<file path="src/rtl/upg_tx_dump_pkg.sv">
// Shared definitions for the UART programmer transmit path: word FSM states,
// frame geometry and the word-to-byte selector.
package upg_tx_dump_pkg;

   localparam int UART_FRAME_BITS = 32'd10;
   localparam int BYTES_PER_WORD  = 32'd4;

   typedef enum logic [2:0] {
      ST_IDLE    = 3'd0,
      ST_RD_ADR  = 3'd1,
      ST_RD_WAIT = 3'd2,
      ST_SEND    = 3'd3,
      ST_FIN     = 3'd4
   } upg_state_e;

   // Little-endian byte lane select: lane 0 is transmitted first.
   function automatic logic [7:0] byte_sel(input logic [31:0] word, input logic [1:0] idx);
      logic [7:0] res;
      case (idx)
         2'd0:    res = word[7:0];
         2'd1:    res = word[15:8];
         2'd2:    res = word[23:16];
         2'd3:    res = word[31:24];
         default: res = word[7:0];
      endcase
      return res;
   endfunction

endpackage

</file>
<file path="src/rtl/upg_tx_dump_uart_tx_byte.sv">
// 8N1 byte serializer, LSB first. ready_o is also high in the final cycle of
// the stop bit so the next byte can follow with no idle gap.
module upg_tx_dump_uart_tx_byte
   import upg_tx_dump_pkg::*;
#(
   parameter int CLKS_PER_BIT = 78
) (
   input  logic       upg_clk_i,
   input  logic       upg_rst_i,
   input  logic [7:0] byte_i,
   input  logic       valid_i,
   output logic       tx_o,
   output logic       ready_o
);

   localparam int BAUD_W = $clog2(CLKS_PER_BIT);

   logic              active_r;
   logic [3:0]        bit_cnt_r;
   logic [BAUD_W-1:0] baud_cnt_r;
   logic [7:0]        data_r;
   logic              tx_r;
   logic              baud_last_s;
   logic              bit_last_s;
   logic              ready_s;

   assign baud_last_s = (baud_cnt_r == BAUD_W'(CLKS_PER_BIT - 1));
   assign bit_last_s  = (bit_cnt_r == 4'(UART_FRAME_BITS - 1));
   assign ready_s     = !active_r || (bit_last_s && baud_last_s);
   assign ready_o     = ready_s;
   assign tx_o        = tx_r;

   // Bit timing and shift register; a new byte always wins over finishing the frame.
   always_ff @(posedge upg_clk_i) begin
      if (upg_rst_i) begin
         active_r   <= 1'b0;
         bit_cnt_r  <= 4'd0;
         baud_cnt_r <= {BAUD_W{1'b0}};
         data_r     <= 8'h00;
         tx_r       <= 1'b1;
      end else if (valid_i && ready_s) begin
         active_r   <= 1'b1;
         bit_cnt_r  <= 4'd0;
         baud_cnt_r <= {BAUD_W{1'b0}};
         data_r     <= byte_i;
         tx_r       <= 1'b0;
      end else if (active_r) begin
         if (baud_last_s) begin
            baud_cnt_r <= {BAUD_W{1'b0}};
            if (bit_last_s) begin
               active_r  <= 1'b0;
               bit_cnt_r <= 4'd0;
               tx_r      <= 1'b1;
            end else begin
               // Ones shift in from the top, so the ninth shift yields the stop level.
               bit_cnt_r <= bit_cnt_r + 4'd1;
               tx_r      <= data_r[0];
               data_r    <= {1'b1, data_r[7:1]};
            end
         end else begin
            baud_cnt_r <= baud_cnt_r + BAUD_W'(1);
         end
      end
   end

endmodule

</file>
<file path="src/rtl/upg_tx_dump.sv">
// Reads data-memory words and streams them over upg_tx_o as 4 little-endian
// 8N1 bytes each, back-to-back, for host-side download verification.
module upg_tx_dump
   import upg_tx_dump_pkg::*;
#(
   parameter int CLKS_PER_BIT = 78,
   parameter int ADR_W        = 15,
   parameter int CNT_W        = 16
) (
   input  logic             upg_clk_i,
   input  logic             upg_rst_i,
   input  logic             start_i,
   input  logic [ADR_W-1:0] base_adr_i,
   input  logic [CNT_W-1:0] word_cnt_i,
   output logic [ADR_W-1:0] mem_adr_o,
   input  logic [31:0]      mem_dat_i,
   output logic             upg_tx_o,
   output logic             busy_o,
   output logic             done_o
);

   upg_state_e       state_r;
   upg_state_e       state_s;
   logic [ADR_W-1:0] adr_r;
   logic [CNT_W-1:0] rem_r;
   logic [31:0]      word_r;
   logic [1:0]       byte_idx_r;
   logic             busy_r;
   logic             done_r;
   logic             tx_valid_s;
   logic [7:0]       tx_byte_s;
   logic             tx_ready_s;
   logic             accept_s;
   logic             last_byte_s;
   logic             more_words_s;

   assign accept_s     = tx_valid_s && tx_ready_s;
   assign last_byte_s  = (byte_idx_r == 2'(BYTES_PER_WORD - 1));
   assign more_words_s = (rem_r > CNT_W'(1));
   assign mem_adr_o    = adr_r;
   assign busy_o       = busy_r;
   assign done_o       = done_r;

   upg_tx_dump_uart_tx_byte #(
      .CLKS_PER_BIT(CLKS_PER_BIT)
   ) u_tx_byte (
      .upg_clk_i(upg_clk_i),
      .upg_rst_i(upg_rst_i),
      .byte_i   (tx_byte_s),
      .valid_i  (tx_valid_s),
      .tx_o     (upg_tx_o),
      .ready_o  (tx_ready_s)
   );

   // Word FSM state register.
   always_ff @(posedge upg_clk_i) begin
      if (upg_rst_i) begin
         state_r <= ST_IDLE;
      end else begin
         state_r <= state_s;
      end
   end

   // Next state and byte handoff. Byte 0 is fed straight from the BRAM in
   // RD_WAIT; rem_r==0 inside SEND means the last byte is still draining.
   always_comb begin
      state_s    = state_r;
      tx_valid_s = 1'b0;
      tx_byte_s  = byte_sel(word_r, byte_idx_r);
      case (state_r)
         ST_IDLE: begin
            if (start_i) begin
               if (word_cnt_i == {CNT_W{1'b0}}) begin
                  state_s = ST_FIN;
               end else begin
                  state_s = ST_RD_ADR;
               end
            end else begin
               state_s = ST_IDLE;
            end
         end
         ST_RD_ADR: begin
            state_s = ST_RD_WAIT;
         end
         ST_RD_WAIT: begin
            tx_valid_s = 1'b1;
            tx_byte_s  = mem_dat_i[7:0];
            state_s    = ST_SEND;
         end
         ST_SEND: begin
            if (rem_r == {CNT_W{1'b0}}) begin
               if (tx_ready_s) begin
                  state_s = ST_FIN;
               end else begin
                  state_s = ST_SEND;
               end
            end else begin
               tx_valid_s = 1'b1;
               // Prefetch the next word as soon as the last byte is handed over.
               if (tx_ready_s && last_byte_s && more_words_s) begin
                  state_s = ST_RD_ADR;
               end else begin
                  state_s = ST_SEND;
               end
            end
         end
         ST_FIN: begin
            state_s = ST_IDLE;
         end
         default: begin
            state_s = ST_IDLE;
         end
      endcase
   end

   // Address, count, word buffer and registered status outputs.
   always_ff @(posedge upg_clk_i) begin
      if (upg_rst_i) begin
         adr_r      <= {ADR_W{1'b0}};
         rem_r      <= {CNT_W{1'b0}};
         word_r     <= 32'h0000_0000;
         byte_idx_r <= 2'd0;
         busy_r     <= 1'b0;
         done_r     <= 1'b0;
      end else begin
         busy_r <= (state_s == ST_RD_ADR) || (state_s == ST_RD_WAIT) || (state_s == ST_SEND);
         done_r <= (state_s == ST_FIN);
         if ((state_r == ST_IDLE) && start_i) begin
            adr_r      <= base_adr_i;
            rem_r      <= word_cnt_i;
            byte_idx_r <= 2'd0;
         end else if (accept_s) begin
            byte_idx_r <= byte_idx_r + 2'd1;
            if (last_byte_s) begin
               rem_r <= rem_r - CNT_W'(1);
               if (more_words_s) begin
                  adr_r <= adr_r + ADR_W'(1);
               end
            end
         end
         if (state_r == ST_RD_WAIT) begin
            word_r <= mem_dat_i;
         end
      end
   end

endmodule
</file>
<file path="config.mk">
export PLATFORM = sky130hd
export DESIGN_NAME = upg_tx_dump
export DESIGN_NICKNAME = d
export VERILOG_FILES = /design/src/rtl/upg_tx_dump_pkg.sv /design/src/rtl/upg_tx_dump_uart_tx_byte.sv /design/src/rtl/upg_tx_dump.sv
export SDC_FILE = /design/constraint.sdc
export NUM_CORES = 1
export LEC_CHECK = 0
export CORE_MARGIN = 2
export CORE_UTILIZATION = 26
export DETAILED_ROUTE_END_ITERATION = 8
export GPL_TIMING_DRIVEN = 1
export HOLD_SLACK_MARGIN = 0.02
export SLEW_MARGIN = 10
export SYNTH_ARGS = -nofsm -noshare
export SYNTH_HDL_FRONTEND = slang
export SYNTH_HIERARCHICAL = 1
export SYNTH_SLANG_ARGS = --single-unit
</file>
<file path="constraint.sdc">
create_clock -name upg_clk_i -period 3.6 [get_ports upg_clk_i]
set_input_delay 0.72 -clock upg_clk_i [delete_from_list [all_inputs] [get_ports upg_clk_i]]
set_output_delay 0.72 -clock upg_clk_i [all_outputs]
set_load 0.02 [all_outputs]
</file>
### I/O pins on the die edge, run 1

(3 px per um) Pins as bars across the die edge, other pins in grey.
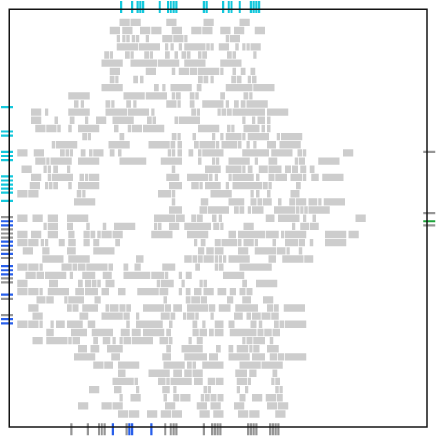
| port | colour | pins | direction | edge |
|---|---|---|---|---|
| `start_i` | green | 1 | input | right |
| `mem_dat_i` | cyan | 32 | input | 20 top, 12 left |
| `base_adr_i` | blue | 15 | input | 11 left, 4 bottom |
all pins by edge: 33 left, 27 bottom, 20 top, 4 right
IO Port Bufs: 83
die width: 138.8 um

### Cell placement, run 1

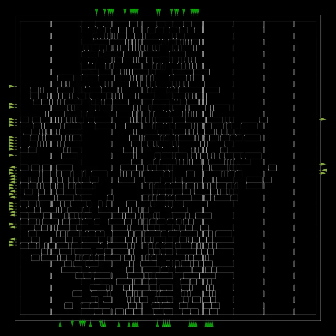
tap cells: 229
Core Util, Final: 33.90%
flop share of the area: 30.02%
fill count: 1905

### Port wiring, run 1

(2 px per um)
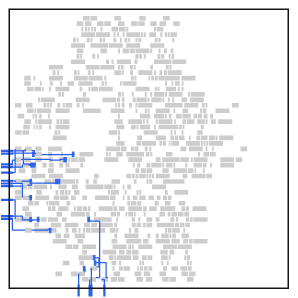
| port | colour | direction | edge | end cells | buffers | wire |
|---|---|---|---|---|---|---|
| `base_adr_i` | blue | input | 11 left, 4 bottom | 15 | 15 | 285 um |
io pins: 84

==> flow_summary.toml, run 1 <==
# implementation run metrics
[clock_network]
clock_sinks = 91
cts_max_level = 3
cts.clk_slew.worst_paths_ns = 0.06
post_cts_resized = 0

[synth]
adder_share_pct = 2.650
ff_type = "dfxtp_1"
area_leaders = "dfxtp_1 39%, nand2_1 7.6%, a21oi_1 6.0%"
yosys_area_sq_um = 4722
edf_count = 0
top_area_cell = "dfxtp_1"

[setup_path]
crit_slowest_cell = "o21ai_0"
crit_chain = "and4b_1, nand2_4, o21ai_0, and4b_1, nand4_1, nor4_1, mux2_2, a21oi_1"
cp_num_buf_inv = 0
cp_max_fo = 7

[worst_hold_path]
worstHoldEndpoint = "word_r[21]$_SDFFE_PP0P_"

[cells_and_area]
num-multi-input-gates = 432
signal_buffers = 93
stdcell_count = 878
largestClassByArea = "combinational gates"
nNonClkInverters = 18
flops = 91
nonClkBufAreaFrac_pct = 14.85
finalNetCount = 721

[status]
outcome = "finished, final reports clean"

[detailed_routing]
wl_met2_um = 5509

[run]
openroad.warnings = 32
maxCapViolations = 0

[sta]
fin_hold_ws_ns = 0.4561
grt_setup_unrepaired = "no"
worst_pin_slew_ns = 0.7289
final_hold_viol_count = 0

[floorplanning]
core_area_sq_um = 17900
num_rows = 49
die_area_sq_um = 19260

[power_and_ir_drop]
p_total_mw = 2.708
seq_power_mw = 1.17

[global_route]
grt_max_degree = 33
--- run 2 (diff from run 1) ---
Clock period 3.6 ns to 3.1 ns, I/O delays scaled along.
### Signal wires by layer, run 2

(3 px per um) Only two layers are drawn.
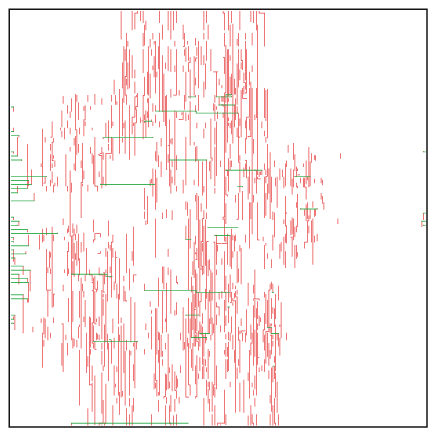
| layer | colour | wire length |
|---|---|---|
| metal 2 | red | 5560 um |
| metal 3 | green | 373 um |
Post-Route WL: 12190 um
gr usage total: 12.61%
Vias: 4369

### Port wiring, run 2

(2 px per um)
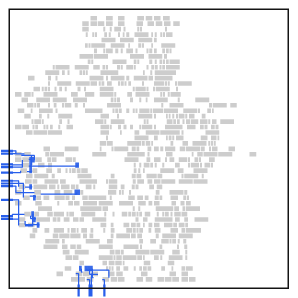
| port | colour | direction | edge | end cells | buffers | wire |
|---|---|---|---|---|---|---|
| `base_adr_i` | blue | input | 11 left, 4 bottom | 15 | 15 | 240 um |

==> run 2 against run 1 <==
Fmax increased by 10%; combinational power up 17%; design area rose by 0.66%; critical endpoint unchanged; hold slack about the same; clock skew about the same; wire length rose by 0.16%; via count rose by 0.81%; count of clock-buffer cells in the layout did not move; register-to-register slack lost 0.22 ns; final cell count increased by 0.34%; core utilization is 0.22 points higher; worst setup slack lost 0.22 ns.
==> flow_summary.toml, run 2 <==
# implementation run metrics
[setup_path]
crit_slowest_cell = "and4b_1"
cp_max_fo = 7
required_ns = 3.37
cp_num_buf_inv = 1
path_delay_family = "simple AND/OR/NAND/NOR gates"

[run]
maxCapViolations = 0
openroad.warnings = 32

[synth]
top_area_cell = "dfxtp_1"
yosys_area_sq_um = 4722
ff_type = "dfxtp_1"
top_cell = "nand2_1"
edf_count = 0
adder_share_pct = 2.650

[cells_and_area]
finalNetCount = 724
largestClassByArea = "combinational gates"
nonClkBufAreaFrac_pct = 15.12
num-multi-input-gates = 432
flops = 91
signal_buffers = 96
nFillCells = 1894
final_util_pct = 34.12
stdcell_count = 881

[clock_network]
cts.root.buffer_cell = "clkbuf_16"
cts_buffers = 9
post_cts_resized = 0
cts_max_level = 3
clock_sinks = 91
cts.clk_slew.worst_paths_ns = 0.06

[worst_hold_path]
worstHoldEndpoint = "word_r[22]$_SDFFE_PP0P_"

[power_and_ir_drop]
ir_worst_vdd_mv = 0.2443
power_combinational_mw = 0.633
seq_power_mw = 1.36
pwr-share-clk_pct = 37.6

[sta]
final_hold_viol_count = 0
worst_pin_slew_ns = 0.6810
fin_hold_ws_ns = 0.4563
grt_setup_unrepaired = "no"

[floorplanning]
die_area_sq_um = 19260
nWellTaps = 229
core_area_sq_um = 17900
io_pins = 84
die_y_um = 138.8

[placement]
io_buffers = 83
gp_congestion = 0.8160

[status]
outcome = "finished, final reports clean"

[global_route]
grt_max_degree = 34

[detailed_routing]
wl_met2_um = 5564
Power figures rest on the tool's default switching activity, not on a simulated workload.
